===== config.mk =====
export PLATFORM = sky130hd
export DESIGN_NAME = adv_timer_mch_core
export DESIGN_NICKNAME = d
export VERILOG_FILES = /design/src/rtl/adv_timer_mch_pkg.sv /design/src/rtl/adv_timer_mch_dt.sv /design/src/rtl/adv_timer_mch_core.sv
export SDC_FILE = /design/constraint.sdc
export NUM_CORES = 1
export LEC_CHECK = 0
export CORE_AREA = 2 2 173 175
export CTS_CLUSTER_DIAMETER = 120
export CTS_CLUSTER_SIZE = 14
export DETAILED_ROUTE_END_ITERATION = 10
export DIE_AREA = 0 0 175 177
export RECOVER_POWER = 50
export SYNTH_ARGS = -nofsm -noshare
export SYNTH_HDL_FRONTEND = slang
export SYNTH_SLANG_ARGS = --single-unit

===== constraint.sdc =====
create_clock -name clk_i -period 3.5 [get_ports clk_i]
set_input_delay 0.525 -clock clk_i [delete_from_list [all_inputs] [get_ports clk_i]]
set_output_delay 0.525 -clock clk_i [all_outputs]
set_load 0.05 [all_outputs]

===== src/rtl/adv_timer_mch_pkg.sv =====
// Purpose: shared types for the multi-channel advanced timer core.
// Latency: n/a (types and constants only).
// Backpressure: n/a.
package adv_timer_mch_pkg;

    localparam int N_EXTSIG_DFLT = 32;
    localparam int SEL_W         = $clog2(N_EXTSIG_DFLT);

    // Trigger qualification modes; 6 and 7 behave as free-running.
    typedef enum logic [2:0] {
        MODE_FREE   = 3'd0,
        MODE_LVL_HI = 3'd1,
        MODE_LVL_LO = 3'd2,
        MODE_RISE   = 3'd3,
        MODE_FALL   = 3'd4,
        MODE_EDGE   = 3'd5,
        MODE_FREE6  = 3'd6,
        MODE_FREE7  = 3'd7
    } mode_e;

    // Compare actions: match action, plus optional action at period end.
    typedef enum logic [2:0] {
        OP_SET     = 3'd0,
        OP_TOG_CLR = 3'd1,
        OP_SET_RST = 3'd2,
        OP_TOGGLE  = 3'd3,
        OP_RESET   = 3'd4,
        OP_TOG_SET = 3'd5,
        OP_RST_SET = 3'd6,
        OP_HOLD    = 3'd7
    } comp_op_e;

    typedef enum logic {
        ST_IDLE = 1'b0,
        ST_RUN  = 1'b1
    } state_e;

endpackage


===== src/rtl/adv_timer_mch_dt.sv =====
// Purpose: single-channel dead-time inserter producing a non-overlapping high/low pair.
// Latency: pair follows r one cycle later when dt is 0, else after dt blanking cycles.
// Backpressure: none; frozen while en_i is low so a stopped timer holds its outputs.
module adv_timer_mch_dt #(
    parameter int DT_BITS = 8
) (
    input  logic               clk_i,
    input  logic               rstn_i,
    input  logic               en_i,
    input  logic [DT_BITS-1:0] dt_i,
    input  logic               r_i,
    output logic               pwm_o,
    output logic               pwm_n_o
);

    logic               r_seen_q;
    logic [DT_BITS-1:0] dt_cnt_q;

    // Blank both sides on every r change, release the complementary pair once dt has expired.
    always_ff @(posedge clk_i) begin
        if (!rstn_i) begin
            r_seen_q <= 1'b0;
            dt_cnt_q <= '0;
            pwm_o    <= 1'b0;
            pwm_n_o  <= 1'b0;
        end else if (en_i) begin
            if (r_i != r_seen_q) begin
                r_seen_q <= r_i;
                if (dt_i == '0) begin
                    dt_cnt_q <= '0;
                    pwm_o    <= r_i;
                    pwm_n_o  <= ~r_i;
                end else begin
                    dt_cnt_q <= dt_i;
                    pwm_o    <= 1'b0;
                    pwm_n_o  <= 1'b0;
                end
            end else if (dt_cnt_q > DT_BITS'(1)) begin
                dt_cnt_q <= dt_cnt_q - DT_BITS'(1);
            end else begin
                dt_cnt_q <= '0;
                pwm_o    <= r_seen_q;
                pwm_n_o  <= ~r_seen_q;
            end
        end
    end

endmodule


===== src/rtl/adv_timer_mch_core.sv =====
// Purpose: timer counter with trigger qualification, prescaler, saw/triangle counting and N_CH compare channels.
// Latency: counter/raw channel state update on the tick edge; end_o one cycle after the period-end tick.
// Backpressure: none; commands are single-cycle pulses, stop wins over start.
module adv_timer_mch_core
    import adv_timer_mch_pkg::*;
#(
    parameter int NUM_BITS = 16,
    parameter int N_CH     = 4,
    parameter int N_EXTSIG = 32,
    parameter int DT_BITS  = 8
) (
    input  logic                        clk_i,
    input  logic                        rstn_i,
    input  logic                        cfg_start_i,
    input  logic                        cfg_stop_i,
    input  logic                        cfg_rst_i,
    input  logic                        cfg_update_i,
    input  logic                        cfg_oneshot_i,
    input  logic [$clog2(N_EXTSIG)-1:0] cfg_sel_i,
    input  logic [2:0]                  cfg_mode_i,
    input  logic [7:0]                  cfg_presc_i,
    input  logic                        cfg_sawtooth_i,
    input  logic [NUM_BITS-1:0]         cfg_cnt_start_i,
    input  logic [NUM_BITS-1:0]         cfg_cnt_end_i,
    input  logic [N_CH*NUM_BITS-1:0]    cfg_comp_i,
    input  logic [N_CH*3-1:0]           cfg_comp_op_i,
    input  logic [DT_BITS-1:0]          cfg_dt_i,
    input  logic [N_EXTSIG-1:0]         signal_i,
    output logic [NUM_BITS-1:0]         counter_o,
    output logic [N_CH-1:0]             pwm_o,
    output logic [N_CH-1:0]             pwm_n_o,
    output logic                        end_o,
    output logic                        running_o
);

    state_e                     state_q;
    logic [NUM_BITS-1:0]        cnt_q, cnt_nxt;
    logic [NUM_BITS-1:0]        act_start_q, act_end_q;
    logic [N_CH*NUM_BITS-1:0]   act_comp_q;
    logic [N_CH*3-1:0]          act_op_q;
    logic [7:0]                 presc_q;
    logic                       down_q, down_nxt;
    logic                       pend_q;
    logic                       sel, sel_prev_q, qual;
    logic                       running, start_cmd, run_go, tick, wrap_hit, pe, load_shadow;
    logic                       end_pulse_q;
    logic [N_CH-1:0]            r_q, r_nxt;

    assign sel         = signal_i[cfg_sel_i];
    assign running     = (state_q == ST_RUN);
    assign start_cmd   = !running && cfg_start_i && !cfg_stop_i;
    assign run_go      = running && !cfg_stop_i && !cfg_rst_i;
    assign tick        = run_go && qual && (presc_q == cfg_presc_i);
    assign pe          = tick && wrap_hit;
    assign load_shadow = start_cmd || (pe && (pend_q || cfg_update_i));

    // Trigger qualification from the selected line and its previous sample.
    always_comb begin
        case (mode_e'(cfg_mode_i))
            MODE_LVL_HI: qual = sel;
            MODE_LVL_LO: qual = ~sel;
            MODE_RISE:   qual = sel & ~sel_prev_q;
            MODE_FALL:   qual = ~sel & sel_prev_q;
            MODE_EDGE:   qual = sel ^ sel_prev_q;
            default:     qual = 1'b1;
        endcase
    end

    // Next count and direction for a tick; flags whether that tick closes the period.
    always_comb begin
        cnt_nxt  = cnt_q;
        down_nxt = down_q;
        wrap_hit = 1'b0;
        if (cfg_sawtooth_i) begin
            if (cnt_q == act_end_q) begin
                wrap_hit = 1'b1;
                cnt_nxt  = act_start_q;
            end else begin
                cnt_nxt = cnt_q + NUM_BITS'(1);
            end
        end else if (act_start_q == act_end_q) begin
            wrap_hit = 1'b1;
            cnt_nxt  = act_start_q;
            down_nxt = 1'b0;
        end else if (!down_q) begin
            cnt_nxt = cnt_q + NUM_BITS'(1);
            if (cnt_nxt == act_end_q) down_nxt = 1'b1;
        end else begin
            cnt_nxt = cnt_q - NUM_BITS'(1);
            if (cnt_nxt == act_start_q) begin
                wrap_hit = 1'b1;
                down_nxt = 1'b0;
            end
        end
    end

    // Raw channel levels: period-end action first, compare-match action overrides it.
    always_comb begin
        r_nxt = r_q;
        for (int k = 0; k < N_CH; k++) begin
            if (pe) begin
                case (comp_op_e'(act_op_q[k*3 +: 3]))
                    OP_TOG_CLR, OP_SET_RST: r_nxt[k] = 1'b0;
                    OP_TOG_SET, OP_RST_SET: r_nxt[k] = 1'b1;
                    default: ;
                endcase
            end
            if (tick && (cnt_q == act_comp_q[k*NUM_BITS +: NUM_BITS])) begin
                case (comp_op_e'(act_op_q[k*3 +: 3]))
                    OP_SET, OP_SET_RST:                 r_nxt[k] = 1'b1;
                    OP_TOG_CLR, OP_TOGGLE, OP_TOG_SET:  r_nxt[k] = ~r_nxt[k];
                    OP_RESET, OP_RST_SET:               r_nxt[k] = 1'b0;
                    default: ;
                endcase
            end
        end
    end

    // FSM, counter, prescaler, raw channel state and end pulse.
    always_ff @(posedge clk_i) begin
        if (!rstn_i) begin
            state_q     <= ST_IDLE;
            cnt_q       <= '0;
            presc_q     <= '0;
            down_q      <= 1'b0;
            r_q         <= '0;
            sel_prev_q  <= 1'b0;
            end_pulse_q <= 1'b0;
        end else begin
            sel_prev_q  <= sel;
            end_pulse_q <= pe;
            if (start_cmd) begin
                state_q <= ST_RUN;
                cnt_q   <= cfg_cnt_start_i;
                presc_q <= '0;
                down_q  <= 1'b0;
            end else if (running && cfg_stop_i) begin
                state_q <= ST_IDLE;
            end else if (cfg_rst_i) begin
                cnt_q   <= act_start_q;
                presc_q <= '0;
                down_q  <= 1'b0;
            end else if (run_go) begin
                if (qual) presc_q <= (presc_q == cfg_presc_i) ? 8'd0 : presc_q + 8'd1;
                if (tick) begin
                    cnt_q  <= cnt_nxt;
                    down_q <= down_nxt;
                    r_q    <= r_nxt;
                end
                if (pe && cfg_oneshot_i) state_q <= ST_IDLE;
            end
        end
    end

    // Active configuration copies and the pending-update flag.
    always_ff @(posedge clk_i) begin
        if (!rstn_i) begin
            act_start_q <= '0;
            act_end_q   <= '0;
            act_comp_q  <= '0;
            act_op_q    <= '0;
            pend_q      <= 1'b0;
        end else if (load_shadow) begin
            act_start_q <= cfg_cnt_start_i;
            act_end_q   <= cfg_cnt_end_i;
            act_comp_q  <= cfg_comp_i;
            act_op_q    <= cfg_comp_op_i;
            pend_q      <= 1'b0;
        end else if (cfg_update_i) begin
            pend_q      <= 1'b1;
        end
    end

    for (genvar k = 0; k < N_CH; k++) begin : g_dt
        adv_timer_mch_dt #(.DT_BITS(DT_BITS)) u_dt (
            .clk_i   (clk_i),
            .rstn_i  (rstn_i),
            .en_i    (running),
            .dt_i    (cfg_dt_i),
            .r_i     (r_q[k]),
            .pwm_o   (pwm_o[k]),
            .pwm_n_o (pwm_n_o[k])
        );
    end

    assign counter_o = cnt_q;
    assign end_o     = end_pulse_q;
    assign running_o = running;

endmodule


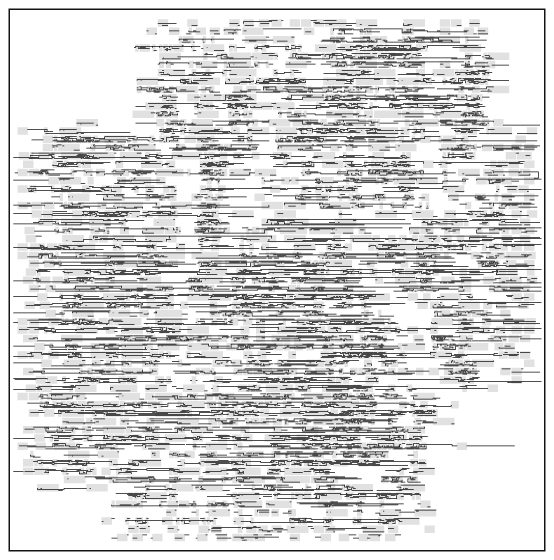
Figure 1: met1 routing.
The layer carries 17200 µm of wire. The longest straight run is 58.4 µm. The layer holds 46% of the routed length. 1717 nets have wire on it.
wirelength, routed: 37000 µm
met1 track utilization from global routing: 31.5%
total via count after detailed routing: 11700

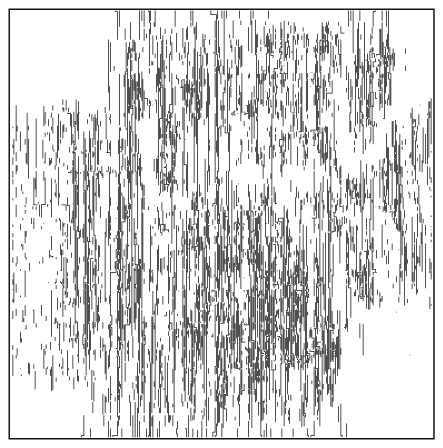
Figure 2: met2 routing.
The longest straight run is 68.1 µm. The wires run mostly vertical. The layer carries 17000 µm of wire. 1481 nets have wire on it.
GRT met2 Usage: 38.1%

==> results.txt <==
The following summarizes the physical implementation.

GRT
The met3 layer usage reported by global route is 4.32%. The most crowded layer after global routing is met2.

Finish
The final layout contains between 1500 and 2000 nets. Registers represent a cell area share of about a quarter. The flip-flop and latch area is 3710 µm².

By area, the class that comes first in the final layout consists of combinational gates. For this run, the number of standard cells in the final layout without fillers is between 2000 and 2500. Leaving out fill and tap cells, the most frequent cell in the layout is nand2_1.

Across the whole layout, multi-input logic makes up 47.7% of the cell area. The layout has 18 clock buffers. The final sequential cell count is about 190. The antenna cell count is 0. The non-clock buffer share of cell area is 19.6%. Per the layout report, the design carries roughly 300 non-clock buffers. The footprint of the multi-input gates is approximately 7100 µm². The fraction of final layout cells sized beyond drive strength 1 is 9.98%. The number of combinational gates with multiple inputs is 1163.

Timing
The final timing report gives a worst setup slack of approximately 0.1 ns. Per the finish-stage timing summary, setup violations number 0. Per the final timing report, the hold violations number 0.

The measured slew at the worst slew-check pin is between 1 and 1.5 ns. In this build the clock could be raised as far as 294 MHz. The worst clock skew is 0.0210 ns. The worst path needs approximately 3.4 ns of the cycle, external delays included. The final number of max-transition violations is 0. The remaining max-slew budget at the tightest pin is 12.5%.

The final-layout setup total negative slack is 0 ns.

Setup path
The type of destination of the critical path is a flop. Per the timing report, the most critical flop-to-flop path originates at counter_o[5]. The slack of the worst reg-to-reg path is 0.1 ns. The capturing point of the worst reg2reg path is r_q[2]. The required time reported for the critical path endpoint is ~3.9 ns.

The kind of start point of the critical path is a flop. The buffer-and-inverter tally for the worst setup path is 3. The arrival time at the worst endpoint is 3.75 ns.

The peak fanout along the critical path is 10. The capture point of the critical path is r_q[2]. The worst-path cell with the longest stage delay is or4_1.

Synthesis
The mux contribution to synthesized area is approximately 2.1%. Per the Yosys statistics, synthesis produced about 1500 cells. Among the non-sequential cells, simple AND/OR/NAND/NOR gates take the most area. The synthesized netlist handed to floorplanning was reported with a cell count of roughly 1500. In the synthesized netlist the dominant register cell turns out to be dfxtp_1.

The cell with the most instances after synthesis is nand2_1. In this run, synthesis inferred 0 flip-flops with an integrated enable. The count of distinct cell types in the synthesized netlist is about 69. In the post-synthesis netlist, the biggest area contributors are dfxtp_1, xnor2_1, o21ai_0, nand2_1, nand3_1. The post-synthesis area per instance is around 7.6 µm². The basic-gate share of the synthesized area counting and, or, nand and nor cells is 23.8%. After Yosys synthesis, full adders, half adders and majority gates account for around 1.4% of the synthesized area.

Status
The flow ran to the end, and the final reports show no timing, DRC or antenna violations.

Drt
The number of iterations in the first detailed-routing pass is 6. The met2 wire length is around 17000 µm. The antenna violation net count after detailed routing is 0.

The initial DRC count is approximately 1000.

Die
The tap cell instance count is a little under 400. According to the floorplan report, the die width is about 180 µm. The floorplan step defined a core boundary enclosing approximately 29000 µm². The die covers just over 30000 µm². Row generation in the floorplan step produced roughly 63 rows.

CTS
The clock drives about 190 sinks. The clock insertion delay at the later pin of the skew report is ~0.45 ns. The CTS tree is yes.

CTS reports a maximum clock tree buffer depth of 2.

Placement
Per the placement report, the placed cell count is just over 2000. The minimum setup slack after placement is -0.437 ns.

Job
The max-cap violation count is 0.

Power
The overall power is about 5.9 mW. In this run the VDD rail shows a maximum IR drop of about 370 µV. The power per unit of standard cell area is about 390 nW/µm².

Min path
The launch instance of the worst min-delay path is g_dt[0].u_dt.pwm_n_o. Looking at the hold checks, the worst path lands on g_dt[0].u_dt.pwm_n_o.
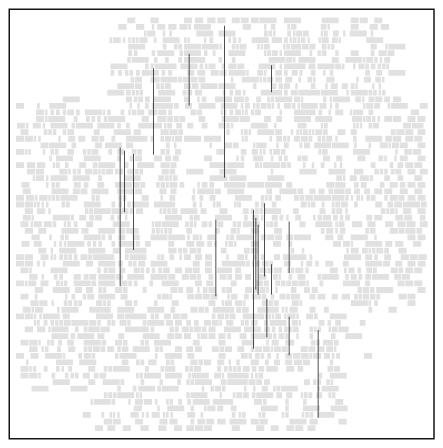
Figure 3: M4 wires.
14 nets have wire on it. The wires run mostly vertical. The layer carries 528 µm of wire. The longest straight run is 62.6 µm.

==> registers in the layout, summed over array words and instances, names as in the netlist <==
signal              count
down_q                  1
g_dt.u_dt.pwm_n_o       4
g_dt.u_dt.dt_cnt_q     32
end_o                   1
g_dt.u_dt.r_seen_q      4
pend_q                  1
g_dt.u_dt.pwm_o         4
act_op_q               12
running_o               1
act_end_q              16
counter_o              16
r_q                     4
presc_q                 8
act_start_q            16
sel_prev_q              1
act_comp_q             64
==> report_power, final <==
part	leakage [nW]	internal (mW)	switching, mW
logic	3.78	0.757	0.886
clock network	0.280	0.963	0.958
registers	1.51	2.21	0.116
No activity file was given, so power comes from the tool's default toggle rates.
